File: config.mk
export PLATFORM = sky130hd
export DESIGN_NAME = act_buffer_ctrl
export DESIGN_NICKNAME = d
export VERILOG_FILES = /design/src/rtl/act_ctrl_pkg.sv /design/src/rtl/kernel_row_counter.sv /design/src/rtl/act_buffer_ctrl.sv
export SDC_FILE = /design/constraint.sdc
export NUM_CORES = 1
export LEC_CHECK = 0
export ABC_AREA = 0
export CAP_MARGIN = 20
export CORE_AREA = 2 2 112 114
export DETAILED_ROUTE_END_ITERATION = 6
export DIE_AREA = 0 0 114 116
export MAX_ROUTING_LAYER = met4
export PLACE_DENSITY = 0.63
export SLEW_MARGIN = 20
export SYNTH_ARGS = -nofsm -noshare
export SYNTH_HDL_FRONTEND = slang
export SYNTH_SLANG_ARGS = --single-unit
File: constraint.sdc
create_clock -name clk -period 3.5 [get_ports clk]
set_input_delay 0.525 -clock clk [delete_from_list [all_inputs] [get_ports clk]]
set_output_delay 0.525 -clock clk [all_outputs]
set_load 0.05 [all_outputs]
File: src/rtl/act_ctrl_pkg.sv
// Shared constants for the activation buffer controller: FSM state codes,
// state_parallel encodings and default lane geometry.
package act_ctrl_pkg;

  localparam int DEF_IF_WIDTH     = 16;
  localparam int DEF_DATA_WIDTH   = 8;
  localparam int DEF_ADDR_WIDTH   = 4;
  localparam int DEF_KERNEL_WIDTH = 3;
  localparam int DEF_LANE_BITS    = DEF_DATA_WIDTH * DEF_IF_WIDTH;

  typedef logic [2:0] state_t;

  localparam state_t ST_IDLE     = 3'd0;
  localparam state_t ST_LD_FLAG  = 3'd1;
  localparam state_t ST_LD_DATA  = 3'd2;
  localparam state_t ST_RD_ISSUE = 3'd3;
  localparam state_t ST_RD_WAIT  = 3'd4;
  localparam state_t ST_FIN      = 3'd5;

  localparam logic [1:0] SP_IDLE  = 2'b00;
  localparam logic [1:0] SP_ISSUE = 2'b01;
  localparam logic [1:0] SP_WAIT  = 2'b10;

endpackage

File: src/rtl/kernel_row_counter.sv
// Modulo-KERNEL_WIDTH row counter; last marks the final row of a kernel window.
module kernel_row_counter #(
  parameter int KERNEL_WIDTH = 3
) (
  input  logic clk,
  input  logic reset,
  input  logic clear,
  input  logic en,
  output logic last
);

  localparam int CW = (KERNEL_WIDTH > 1) ? $clog2(KERNEL_WIDTH) : 1;

  logic [CW-1:0] count;

  assign last = (count == CW'(KERNEL_WIDTH - 1));

  // NOTE: sequential state uses non-blocking assignments so every flop samples pre-edge values.
  always_ff @(posedge clk or posedge reset) begin
    if (reset)      count <= '0;
    else if (clear) count <= '0;
    else if (en)    count <= last ? '0 : count + CW'(1);
  end

endmodule

File: src/rtl/act_buffer_ctrl.sv
// Activation buffer sequencer: loads flag/data beats per row, then steps the
// buffer row by row, waiting on the PE array's row_cal_done for each row.
module act_buffer_ctrl
  import act_ctrl_pkg::*;
#(
  parameter int IF_WIDTH     = DEF_IF_WIDTH,
  parameter int DATA_WIDTH   = DEF_DATA_WIDTH,
  parameter int ADDR_WIDTH   = DEF_ADDR_WIDTH,
  parameter int KERNEL_WIDTH = DEF_KERNEL_WIDTH
) (
  input  logic                           clk,
  input  logic                           reset,
  input  logic                           start,
  input  logic                           cfg_mode,
  input  logic [ADDR_WIDTH:0]            cfg_num_rows,
  input  logic                           ld_valid,
  output logic                           ld_ready,
  input  logic [DATA_WIDTH*IF_WIDTH-1:0] ld_data,
  output logic                           mode,
  output logic                           wr_req_act_flag,
  output logic [IF_WIDTH-1:0]            wr_data_act_flag,
  output logic                           wr_req_act,
  output logic [DATA_WIDTH*IF_WIDTH-1:0] wr_data_act,
  output logic [1:0]                     state_parallel,
  output logic                           row_index_count_3,
  input  logic                           row_cal_done,
  output logic                           busy,
  output logic                           done
);

  localparam int                ROW_W    = ADDR_WIDTH + 1;
  localparam logic [ROW_W-1:0] MAX_ROWS = ROW_W'(2 ** ADDR_WIDTH);

  state_t           state, next_state;
  logic [ROW_W-1:0] rows_q, wr_row, rd_row;
  logic [ROW_W-1:0] rows_clamped;
  logic             start_ok, flag_hs, data_hs, cal_hs, k_last;

  assign rows_clamped = (cfg_num_rows > MAX_ROWS) ? MAX_ROWS : cfg_num_rows;
  assign start_ok     = (state == ST_IDLE) && start;
  assign flag_hs      = (state == ST_LD_FLAG) && ld_valid;
  assign data_hs      = (state == ST_LD_DATA) && ld_valid;
  assign cal_hs       = (state == ST_RD_WAIT) && row_cal_done;

  // Write strobes pass straight through on the accepting cycle; data is zeroed otherwise.
  assign wr_req_act_flag  = flag_hs;
  assign wr_data_act_flag = flag_hs ? ld_data[IF_WIDTH-1:0] : '0;
  assign wr_req_act       = data_hs;
  assign wr_data_act      = data_hs ? ld_data : '0;

  kernel_row_counter #(
    .KERNEL_WIDTH (KERNEL_WIDTH)
  ) u_kcnt (
    .clk   (clk),
    .reset (reset),
    .clear (start_ok),
    .en    (state == ST_RD_ISSUE),
    .last  (k_last)
  );

  // NOTE: next_state gets a default before the case so no path leaves it unassigned (no latch).
  always_comb begin
    next_state = state;
    case (state)
      ST_IDLE:     if (start) next_state = (rows_clamped == '0) ? ST_FIN : ST_LD_FLAG;
      ST_LD_FLAG:  if (ld_valid) next_state = ST_LD_DATA;
      ST_LD_DATA:  if (ld_valid) next_state = (wr_row == rows_q - ROW_W'(1)) ? ST_RD_ISSUE
                                                                              : ST_LD_FLAG;
      ST_RD_ISSUE: next_state = ST_RD_WAIT;
      ST_RD_WAIT:  if (row_cal_done) next_state = (rd_row == rows_q - ROW_W'(1)) ? ST_FIN
                                                                                  : ST_RD_ISSUE;
      ST_FIN:      next_state = ST_IDLE;
      default:     next_state = ST_IDLE;
    endcase
  end

  // NOTE: asynchronous reset clears every register at once, so a mid-tile reset lands in IDLE immediately.
  always_ff @(posedge clk or posedge reset) begin
    if (reset) begin
      state  <= ST_IDLE;
      mode   <= 1'b0;
      rows_q <= '0;
      wr_row <= '0;
      rd_row <= '0;
    end else begin
      state <= next_state;
      if (start_ok) begin
        mode   <= cfg_mode;
        rows_q <= rows_clamped;
        wr_row <= '0;
        rd_row <= '0;
      end else begin
        if (data_hs) wr_row <= wr_row + ROW_W'(1);
        if (cal_hs)  rd_row <= rd_row + ROW_W'(1);
      end
    end
  end

  // Outputs are registered from next_state so they line up with the state they describe.
  always_ff @(posedge clk or posedge reset) begin
    if (reset) begin
      ld_ready          <= 1'b0;
      busy              <= 1'b0;
      done              <= 1'b0;
      state_parallel    <= SP_IDLE;
      row_index_count_3 <= 1'b0;
    end else begin
      ld_ready          <= (next_state == ST_LD_FLAG) || (next_state == ST_LD_DATA);
      busy              <= (next_state != ST_IDLE);
      done              <= (next_state == ST_FIN);
      row_index_count_3 <= (next_state == ST_RD_ISSUE) && k_last;
      case (next_state)
        ST_RD_ISSUE: state_parallel <= SP_ISSUE;
        ST_RD_WAIT:  state_parallel <= SP_WAIT;
        default:     state_parallel <= SP_IDLE;
      endcase
    end
  end

endmodule

==> images/m1.png <==
Scale: 2 px per um.
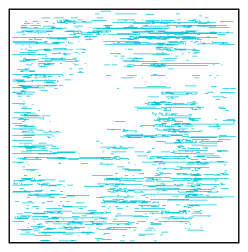
share of all routed wire = 37%
main direction = horizontal
nets with wire on the layer = 648
longest straight run = 46.9 um
wire length on this layer = 5270 um

==> images/gates.png <==
Scale: 2 px per um.
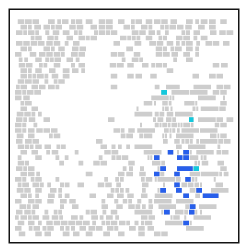
non-inverting ao/oa cells -> cyan  # cells 3
xor and xnor cells -> blue  # cells 20, where south-east

==> impl_metrics.tcl <==
# metrics dict for downstream scripts
set metrics [dict create \
    antenna_cells_inserted 1 \
    syn-mean-instance-area_um2 7.77 \
    post-route-cell-area_mm2 0.00561 \
    lay_top_cells "clkdlybuf4s50_1 (282), and3_1 (129), dfrtp_1 (27)" \
    cp_num_cells 4 \
    ys_top_logic_family "simple AND/OR/NAND/NOR gates" \
    power.switching_fraction_pct 52.8 \
    clock_insertion_delay_worst_skew_ns 0.27 \
    slew-limit-headroom_pct 59.3 \
    powerSeq_uw 541 \
    grt_use_met1_pct 23.5 \
    clock_sinks 27 \
    regToRegSetupSlack_ns 1.04 \
    ys_sh_adder_pct 1.49 \
    power.static_leakage_nw 2.64 \
    synth.lib_cells_used.distinct 36 \
    comb_power_share_pct 72.5 \
    power_top_consumer "combinational cells" \
    critical_path.max_fanout 62 \
    postCtsSetupRepairBufs 0 \
    dr_wl_met3_um 783 \
    combAreaFraction_pct 30.0 \
    grt_use_met2_pct 36.6 \
    sequential_cell_area_um2 676 \
    dominantRegCellSynth "dfrtp_1" \
    fraction_of_post_synthesis_cell_area_in_the_top_cell_type_by_area_pct 31.9 \
    clk_pin_slew_worst_paths_ns 0.07 \
    timing.setup.critical_path_class "flop to output port" \
    synth.cell_area_mm2 0.00253 \
    stage_log_warnings 26 \
    cts_inserted_buffers 3 \
    synth-seq-area-share_pct 26.7 \
    grt_max_degree 69 \
    yosys.area_share.xor_xnor_pct 8.02 \
    crit_path_top_delay_cell "clkdlybuf4s50_1" \
    largest_registers "rd_row x5, rows_q x5, wr_row x5" \
    multi_input_comb_cells 252 \
    dieArea_mm2 0.0132 \
    instances_no_fill 737 \
    finalCritPeriodShare_pct 91.1 \
    clock_buffer_count 3 \
    maxSlewViolCount 0 \
    cells_after_synthesis 325 \
    p_comb_mw 2.14 \
    vdd_drop_max_mv 0.244 \
    top_cell "and3_1" \
    io_buffer_count 291 \
    power.sequential.fraction_pct 18.3 \
    critical_path.startpoint_type "flop" \
    first_global_vias 3301 \
    grt_setup_unrepaired "no" \
    grt_antenna_before_repair 1 \
    holdPathStages 1 \
    power.switching_mw 1.56 \
    crit_path_end_kind "output port" \
    clock_tree_area_fraction_pct 1.47 \
    top_usage_layer "met2" \
    netlist.top_cell.by_area "and3_1" \
    synth.cellmix.simpleShare_pct 49.7 \
    nFlopsAndLatches 27 \
    place_area_mm2 0.00552 \
    power_clock_uw 269 \
    worst_setup_path_startpoint "state[2]" \
    fin_worst_hold_slack_ns 0.503 \
    grt.total_usage_pct 20.3 \
    timing.final.crit_period_ns 3.19 \
    ctsLongestPathBuffers 2 \
    post_synth_most_frequent_cells "and3_1 (129), clkbuf_1 (37), dfrtp_1 (27)" \
    post_cts.resized_instances 0 \
    h_tree_depth 1 \
    worst_pin_slew_ns 0.607 \
    die_x_um 114 \
    synth-edff-count 0 \
    highest_layer "met4" \
    worstPathBufferInverterCount 2 \
    internal_power_mw 1.39 \
    yosysWarnings 0 \
    cts_tree "yes" \
    floorplan.core_area_mm2 0.0119 \
    ys_top_cells_by_area "and3_1 (32%), dfrtp_1 (27%), clkbuf_1 (5.5%)" \
    final_net_count 732 \
    layout_top_cell "clkdlybuf4s50_1" \
    dp_cells 732 \
    finalWorstSetupSlack_ns 0.313 \
    row_count 40 \
    detailed_place_hpwl_um 11800 \
    multiInputGateArea_mm2 0.00168 \
    cts-root-buf "clkbuf_16" \
    r2r_end "busy" \
    rr_worst_depth 7 \
    drt_drc_violations_left 0 \
    via_per_instance_ratio 4.64 \
    max_stage_delay_ns 0.83 \
    routed-wl-met2_um 7880 \
    wl_per_cell_um 19.2 \
    hold_end "row_index_count_3" \
    yosys.stat.chipArea_mm2 0.00253 \
    timing.final.setup_violations 0 \
    place_congestion 0.795 \
    fmax_mhz 314 \
    dp_worst_setup_slack_ns 0.612 \
    synthAoiAreaFrac_pct 5.15 \
    skew_ns 0.00386 \
    fp_util_pct 21.2 \
    nWellTaps 147 \
    pin_count 292 \
    sh_seq_area_pct 12.1 \
    gr_met3_demand_resource_pct 3.29 \
    total_power_consumption_mw 2.95 \
    hold_path_class "flop to flop" \
    layout.non_clock_buffers 297 \
    num-fill-cells 1153 \
    postSynth.asyncResetShare_pct 100 \
    cts_hold_repair.buffers 0 \
    endpoint "wr_data_act[27]" \
    grt_first_pass_wirelength_um 19700 \
    critical-path-top-delay-family "buffers and inverters" \
    outcome "completed" \
    drv.max_cap_violation_count 0 \
    power_per_cell_area_mw_per_mm2 526 \
    finish.utilization_pct 47.1 \
    area_growth_synth_to_finish_pct 122 \
    area_dominant_class "non-clock buffers" \
    drt-met1-wl_um 5270 \
    non_clock_buffer_area_share_pct 52.5 \
    antenna_left 0 \
    worstPathRequired_ns 2.97 \
    route.vias.total 3420 \
]
